### src/rtl/risc_mem_arbiter_pkg.sv
// Shared encodings for the IF/DM memory arbiter.
// No logic: FSM state and access-owner encodings used across the block.
// No flow control of its own.
package risc_mem_arbiter_pkg;

    typedef enum logic [1:0] {
        ST_IDLE   = 2'd0,
        ST_ACCESS = 2'd1,
        ST_WAIT   = 2'd2,
        ST_DONE   = 2'd3
    } state_e;

    typedef enum logic {
        OWN_IF = 1'b0,
        OWN_DM = 1'b1
    } owner_e;

endpackage

### src/rtl/risc_mem_arbiter_if.sv
// Bundle of the core-side (IF/DM) request ports and the memory-side port.
// No latency: wires only.
// Requests are held by the core until the matching valid pulse.
interface risc_mem_arbiter_if #(
    parameter int AW = 32,
    parameter int DW = 32
);
    logic          if_req;
    logic [AW-1:0] if_addr;
    logic [DW-1:0] if_rdata;
    logic          if_valid;
    logic          if_stall;

    logic          dm_req;
    logic          dm_we;
    logic [AW-1:0] dm_addr;
    logic [DW-1:0] dm_wdata;
    logic [DW-1:0] dm_rdata;
    logic          dm_valid;
    logic          dm_stall;

    logic          mem_en;
    logic          mem_we;
    logic [AW-1:0] mem_addr;
    logic [DW-1:0] mem_wdata;
    logic [DW-1:0] mem_rdata;

    // Arbiter side
    modport slave (
        input  if_req, if_addr, dm_req, dm_we, dm_addr, dm_wdata, mem_rdata,
        output if_rdata, if_valid, if_stall, dm_rdata, dm_valid, dm_stall,
               mem_en, mem_we, mem_addr, mem_wdata
    );

    // Core + memory side
    modport master (
        output if_req, if_addr, dm_req, dm_we, dm_addr, dm_wdata, mem_rdata,
        input  if_rdata, if_valid, if_stall, dm_rdata, dm_valid, dm_stall,
               mem_en, mem_we, mem_addr, mem_wdata
    );

endinterface

### src/rtl/risc_mem_arbiter_arb_pick.sv
// Winner select between fetch and data requests, with anti-starvation streak counter.
// Combinational grant; streak updates on the clock edge where a grant is taken.
// Data wins ties until it has won MAX_DM_STREAK times in a row over a waiting fetch.
module risc_mem_arbiter_arb_pick #(
    parameter int MAX_DM_STREAK = 4
) (
    input  logic clk_i,
    input  logic rst_ni,
    input  logic if_req_i,
    input  logic dm_req_i,
    input  logic take_i,
    output logic grant_vld_o,
    output logic grant_dm_o
);

    localparam int SW = $clog2(MAX_DM_STREAK + 1);

    logic [SW-1:0] streak_q;
    logic [SW-1:0] streak_d;
    logic          at_limit;

    assign at_limit    = (streak_q == SW'(MAX_DM_STREAK));
    assign grant_vld_o = if_req_i | dm_req_i;
    assign grant_dm_o  = dm_req_i & ~(if_req_i & at_limit);

    // Next streak: count DM wins over a waiting fetch, clear on any fetch win, saturate.
    always_comb begin
        streak_d = streak_q;
        if (take_i && grant_vld_o) begin
            if (!grant_dm_o) begin
                streak_d = '0;
            end else if (if_req_i && !at_limit) begin
                streak_d = streak_q + 1'b1;
            end
        end
    end

    // Streak register.
    always_ff @(posedge clk_i or negedge rst_ni) begin
        if (!rst_ni) begin
            streak_q <= '0;
        end else begin
            streak_q <= streak_d;
        end
    end

endmodule

### src/rtl/risc_mem_arbiter.sv
// Shares one single-port synchronous memory between instruction fetch and data access.
// Latency: load valid at t+2+MEM_LAT, store valid at t+2 after the request is first seen.
// Core requests stall (held) until their valid pulse; one access in flight at a time.
module risc_mem_arbiter
    import risc_mem_arbiter_pkg::*;
#(
    parameter int AW            = 32,
    parameter int DW            = 32,
    parameter int MEM_LAT       = 1,
    parameter int MAX_DM_STREAK = 4
) (
    input  logic               clk_i,
    input  logic               rst_ni,
    risc_mem_arbiter_if.slave  bus,
    output logic               busy_o
);

    localparam int CW = $clog2(MEM_LAT + 1);

    state_e        state_q;
    owner_e        owner_q;
    logic [CW-1:0] wait_q;
    logic          mem_en_q;
    logic          mem_we_q;
    logic [AW-1:0] mem_addr_q;
    logic [DW-1:0] mem_wdata_q;
    logic          if_valid_q;
    logic          dm_valid_q;
    logic [DW-1:0] if_rdata_q;
    logic [DW-1:0] dm_rdata_q;

    logic          grant_vld;
    logic          grant_dm;

    risc_mem_arbiter_arb_pick #(
        .MAX_DM_STREAK (MAX_DM_STREAK)
    ) u_pick (
        .clk_i       (clk_i),
        .rst_ni      (rst_ni),
        .if_req_i    (bus.if_req),
        .dm_req_i    (bus.dm_req),
        .take_i      (state_q == ST_IDLE),
        .grant_vld_o (grant_vld),
        .grant_dm_o  (grant_dm)
    );

    // Access sequencer: latch the winner in IDLE, strobe memory, wait out read latency, pulse valid.
    always_ff @(posedge clk_i or negedge rst_ni) begin
        if (!rst_ni) begin
            state_q     <= ST_IDLE;
            owner_q     <= OWN_IF;
            wait_q      <= '0;
            mem_en_q    <= 1'b0;
            mem_we_q    <= 1'b0;
            mem_addr_q  <= '0;
            mem_wdata_q <= '0;
            if_valid_q  <= 1'b0;
            dm_valid_q  <= 1'b0;
            if_rdata_q  <= '0;
            dm_rdata_q  <= '0;
        end else begin
            mem_en_q   <= 1'b0;
            if_valid_q <= 1'b0;
            dm_valid_q <= 1'b0;
            case (state_q)
                ST_IDLE: begin
                    if (grant_vld) begin
                        owner_q    <= grant_dm ? OWN_DM : OWN_IF;
                        mem_addr_q <= grant_dm ? bus.dm_addr : bus.if_addr;
                        mem_we_q   <= grant_dm & bus.dm_we;
                        if (grant_dm) begin
                            mem_wdata_q <= bus.dm_wdata;
                        end
                        mem_en_q <= 1'b1;
                        state_q  <= ST_ACCESS;
                    end
                end
                ST_ACCESS: begin
                    mem_we_q <= 1'b0;
                    if (mem_we_q) begin
                        // Store: nothing to read back, complete straight away.
                        if_valid_q <= (owner_q == OWN_IF);
                        dm_valid_q <= (owner_q == OWN_DM);
                        state_q    <= ST_DONE;
                    end else begin
                        wait_q  <= CW'(MEM_LAT);
                        state_q <= ST_WAIT;
                    end
                end
                ST_WAIT: begin
                    wait_q <= wait_q - 1'b1;
                    if (wait_q == CW'(1)) begin
                        if (owner_q == OWN_IF) begin
                            if_rdata_q <= bus.mem_rdata;
                            if_valid_q <= 1'b1;
                        end else begin
                            dm_rdata_q <= bus.mem_rdata;
                            dm_valid_q <= 1'b1;
                        end
                        state_q <= ST_DONE;
                    end
                end
                default: begin
                    // DONE: valid is high this cycle; no new grant until back in IDLE.
                    state_q <= ST_IDLE;
                end
            endcase
        end
    end

    assign bus.mem_en    = mem_en_q;
    assign bus.mem_we    = mem_we_q;
    assign bus.mem_addr  = mem_addr_q;
    assign bus.mem_wdata = mem_wdata_q;
    assign bus.if_rdata  = if_rdata_q;
    assign bus.if_valid  = if_valid_q;
    assign bus.dm_rdata  = dm_rdata_q;
    assign bus.dm_valid  = dm_valid_q;
    assign bus.if_stall  = bus.if_req & ~if_valid_q;
    assign bus.dm_stall  = bus.dm_req & ~dm_valid_q;
    assign busy_o        = (state_q != ST_IDLE);

endmodule

### src/flat_wrapper.sv
// flat-port wrapper written by rule: the top's interface ports become plain ports
module risc_mem_arbiter_flat import risc_mem_arbiter_pkg::*;
#(
    parameter int AW            = 32,
    parameter int DW            = 32,
    parameter int MEM_LAT       = 1,
    parameter int MAX_DM_STREAK = 4
)
  (clk_i, rst_ni, busy_o, bus_if_req, bus_if_addr, bus_dm_req, bus_dm_we, bus_dm_addr, bus_dm_wdata, bus_mem_rdata, bus_if_rdata, bus_if_valid, bus_if_stall, bus_dm_rdata, bus_dm_valid, bus_dm_stall, bus_mem_en, bus_mem_we, bus_mem_addr, bus_mem_wdata);
  risc_mem_arbiter_if #(.AW(AW), .DW(DW)) bus_i ();
  input  logic clk_i;
  input  logic rst_ni;
  output logic busy_o;
  input wire logic [$bits(bus_i.if_req)-1:0] bus_if_req;
  input wire logic [$bits(bus_i.if_addr)-1:0] bus_if_addr;
  input wire logic [$bits(bus_i.dm_req)-1:0] bus_dm_req;
  input wire logic [$bits(bus_i.dm_we)-1:0] bus_dm_we;
  input wire logic [$bits(bus_i.dm_addr)-1:0] bus_dm_addr;
  input wire logic [$bits(bus_i.dm_wdata)-1:0] bus_dm_wdata;
  input wire logic [$bits(bus_i.mem_rdata)-1:0] bus_mem_rdata;
  output wire logic [$bits(bus_i.if_rdata)-1:0] bus_if_rdata;
  output wire logic [$bits(bus_i.if_valid)-1:0] bus_if_valid;
  output wire logic [$bits(bus_i.if_stall)-1:0] bus_if_stall;
  output wire logic [$bits(bus_i.dm_rdata)-1:0] bus_dm_rdata;
  output wire logic [$bits(bus_i.dm_valid)-1:0] bus_dm_valid;
  output wire logic [$bits(bus_i.dm_stall)-1:0] bus_dm_stall;
  output wire logic [$bits(bus_i.mem_en)-1:0] bus_mem_en;
  output wire logic [$bits(bus_i.mem_we)-1:0] bus_mem_we;
  output wire logic [$bits(bus_i.mem_addr)-1:0] bus_mem_addr;
  output wire logic [$bits(bus_i.mem_wdata)-1:0] bus_mem_wdata;
  assign bus_i.if_req = bus_if_req;
  assign bus_i.if_addr = bus_if_addr;
  assign bus_i.dm_req = bus_dm_req;
  assign bus_i.dm_we = bus_dm_we;
  assign bus_i.dm_addr = bus_dm_addr;
  assign bus_i.dm_wdata = bus_dm_wdata;
  assign bus_i.mem_rdata = bus_mem_rdata;
  assign bus_if_rdata = bus_i.if_rdata;
  assign bus_if_valid = bus_i.if_valid;
  assign bus_if_stall = bus_i.if_stall;
  assign bus_dm_rdata = bus_i.dm_rdata;
  assign bus_dm_valid = bus_i.dm_valid;
  assign bus_dm_stall = bus_i.dm_stall;
  assign bus_mem_en = bus_i.mem_en;
  assign bus_mem_we = bus_i.mem_we;
  assign bus_mem_addr = bus_i.mem_addr;
  assign bus_mem_wdata = bus_i.mem_wdata;
  risc_mem_arbiter #(.AW(AW), .DW(DW), .MEM_LAT(MEM_LAT), .MAX_DM_STREAK(MAX_DM_STREAK)) u_core (.clk_i(clk_i), .rst_ni(rst_ni), .bus(bus_i), .busy_o(busy_o));
endmodule
### config.mk
export PLATFORM = sky130hd
export DESIGN_NAME = risc_mem_arbiter_flat
export DESIGN_NICKNAME = d
export VERILOG_FILES = /design/src/rtl/risc_mem_arbiter_pkg.sv /design/src/rtl/risc_mem_arbiter_if.sv /design/src/rtl/risc_mem_arbiter_arb_pick.sv /design/src/rtl/risc_mem_arbiter.sv /design/src/flat_wrapper.sv
export SDC_FILE = /design/constraint.sdc
export NUM_CORES = 1
export LEC_CHECK = 0
export ABC_CLOCK_PERIOD_IN_PS = 1990
export CORE_MARGIN = 2
export CORE_UTILIZATION = 41
export DETAILED_ROUTE_END_ITERATION = 10
export MAX_ROUTING_LAYER = met4
export PLACE_DENSITY = 0.79
export SLEW_MARGIN = 20
export SYNTH_ARGS = -nofsm -noshare
export SYNTH_HDL_FRONTEND = slang
export SYNTH_SLANG_ARGS = --single-unit
export TNS_END_PERCENT = 100
### constraint.sdc
create_clock -name clk_i -period 1.99 [get_ports clk_i]
set_input_delay 0.2985 -clock clk_i [delete_from_list [all_inputs] [get_ports clk_i]]
set_output_delay 0.2985 -clock clk_i [all_outputs]
set_load 0.05 [all_outputs]
**Routing congestion**

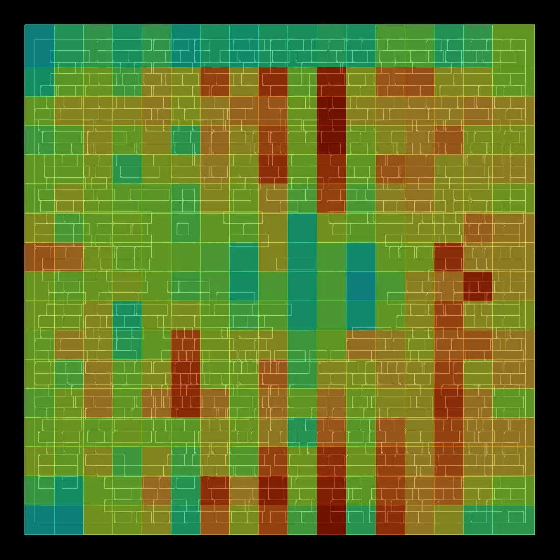
gr usage total: 22.7%
drt wl/cell: 18.6 um
final core utilization: 68.7%
grt peak-use layer: met2

==> ci_impl_report.md <==
## Implementation flow summary

| Metric | Value |
|---|---|
| Status | `finished, final reports clean` |
| Hold Vio Cnt, Final | `0` |
| Cell Area, Synth | `~5500 um2` |
| Dominant logic cell type in the layout | `clkdlybuf4s50_1` |
| Cell family with most CP delay | `buffers and inverters` |
| Sink Count | `139` |
| Reg2Reg Setup Slack | `~0.27 ns` |
| RSZ-0062 raised after global routing | `no` |
| Post-synthesis cell count | `approximately 370` |
| Setup crit end kind | `output pin` |
| Slew @ Worst Pin | `0.568 ns` |
| Critical path type | `flip-flop to output pin` |
| GR Overflow Total | `0` |
| I/O pin count | `268` |
| Cells along the critical path | `clkdlybuf4s50_1` |
| DIE WIDTH | `about 120 um` |
| Count of tool warnings | `30` |
| Post-DRT Antenna Nets | `0` |
| Fin crit share | `96.4%` |
| Post-CTS resize count | `0` |
| Core ar. | `13200 um2` |
| Pwr Density | `2090 nW/um2` |
| Initial antenna violation count | `0` |
| Largest net degree at the start of global routing | `~48` |
| # diodes | `0` |
| Setup WS pre-CTS | `0.135 ns` |
| Worst vdd ir | `1270 uV` |
| Dominant cell area share | `62.7%` |
| Final worst slack | `0.0721 ns` |
| Clock latency on the worst-skew pair | `just over 0.4 ns` |
| Die H | `120 um` |
| Leak | `about 3.8 nW` |
| Setup TNS | `0 ns` |
| Setup Skew | `0.00662 ns` |
| H-tree depth | `4` |
| First-pass DRT Iterations | `4` |
| # rows | `42` |
| Yosys cell types | `23` |
| Hold buffer count at cts | `1` |
| Cell type with the largest total area | `dfrtp_1` |
| TritonCTS buffer count | `17` |
| Seq share, synth | `62.7%` |
| Slew Limit Headroom | `between 60% and 70%` |
| Worst r2r src | `u_core.state_q[1]` |
| Vias per cell | `4.97` |
| Worst Path Required | `around 1.7 ns` |
| Sw Pwr | `0.00872 W` |
| Crit path DAT | `1.62 ns` |
| Power share of the clock group | `15.7%` |
| Chip area | `14500 um2` |
| Logic pwr share | `approximately 58%` |
| Cell count in the Yosys report | `370` |
| Worst min path class | `primary input to asynchronous set/reset pin` |
| Max-Cap Viols | `0` |
| Vias in the first global route | `about 4700` |
**Ports around the boundary**

Scale: 4 px per um. Pins as bars across the die edge, other pins in grey.
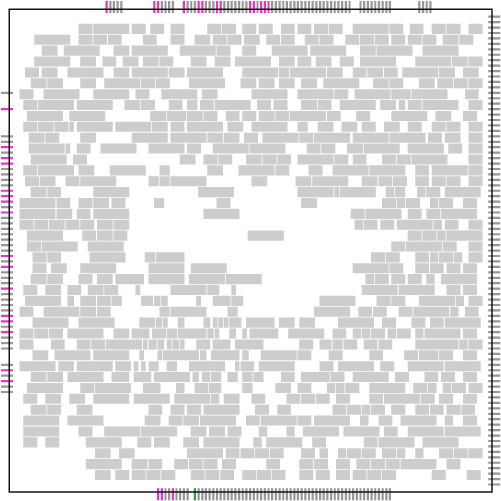
| colour | port | pins | direction | edge |
|---|---|---|---|---|
| green | `bus_dm_valid` | 1 | output | bottom |
| magenta | `bus_mem_rdata` | 32 | input | 16 left, 13 top, 3 bottom |

registers in the layout, indices dropped and copies added (netlist names), 2 cells and up:
register                cells
u_core.u_pick.streak_q      3
u_core.bus.if_rdata        32
u_core.state_q              2
u_core.bus.dm_rdata        32
u_core.bus.mem_addr        32
u_core.bus.mem_wdata       32
power by group through the flow:
stage | registers, W | logic, W | clock network (W)
floorplan | 0.00965 | 0.00252 | 0
global placement | 0.00495 | 0.0108 | 0
detailed placement | 0.00505 | 0.0110 | 0
CTS | 0.00503 | 0.0111 | 0.00305
global route | 0.00518 | 0.0114 | 0.00317
finish | 0.00501 | 0.0110 | 0.00299
through the flow:
stage | cells | instance area, um2 | util [%] | total power [W]
floorplan | 370 | 5550 | - | 0.0122
global placement | 810 | 8520 | 64.4 | 0.0158
detailed placement | 810 | 8520 | 64.4 | 0.0161
CTS | 843 | 9100 | 68.7 | 0.0192
global route | 843 | 9100 | 68.7 | 0.0198
finish | 843 | 9100 | 68.7 | 0.0190
worst max path at each step:
stage                                  startpoint                       end  slack (ns)  depth (start not counted)
final                     u_core.bus.mem_addr[24]          bus_mem_addr[24]        0.07                          1
after global routing      u_core.bus.mem_addr[22]          bus_mem_addr[22]        0.03                          1
after CTS                 u_core.bus.mem_addr[24]          bus_mem_addr[24]        0.04                          1
after detailed placement               bus_if_req    u_core.bus.mem_addr[8]        0.14                          5
after global placement                 bus_if_req   u_core.bus.mem_addr[30]        0.18                          5
after floorplan                 u_core.state_q[0]  u_core.bus.mem_wdata[10]        0.34                          7
layer usage:
layer	share of wire [%]	vias up	global-route usage, %
met5	0	-	-
met4	2.5	0	8.94
met3	8.5	29	7.26
met2	52	188	38.8
met1	37	2071	24.6
li1	-	1903	-
cell families (layout without fill, tap and decap cells):
family	count (synthesis)	count (layout)	synth area share, %
compound gates	41	41	6.74
xor+xnor	3	3	0.474
fa+ha+maj	6	6	1.35
buf+inv	28	325	3.07
flops	139	139	62.7
mux	100	100	20.3
simple gates	53	53	5.39
area by class of cell:
class | instances | area, um2
Clock inverter | 10 | 91.3
Fill cell | 960 | 4140
Inverter | 8 | 30.0
Sequential cell | 139 | 3480
Tap cell | 176 | 220
Multi-Input combinational cell | 203 | 1900
Clock buffer | 22 | 474
Timing Repair Buffer | 285 | 2900
cells in the mapped netlist, drive strengths merged:
cell,n
xnor2,2
mux2,99
mux2i,1
buf,17
dfrtp,139
nor2,6
nand3,6
a221o,32
and3,2
clkbuf,3
a21oi,5
nand2,4
ha,6
and2,32
a211oi,1
nor2b,3
xor2,1
o21ai,2
inv,8
a22oi,1
Power figures rest on the tool's default switching activity, not on a simulated workload.
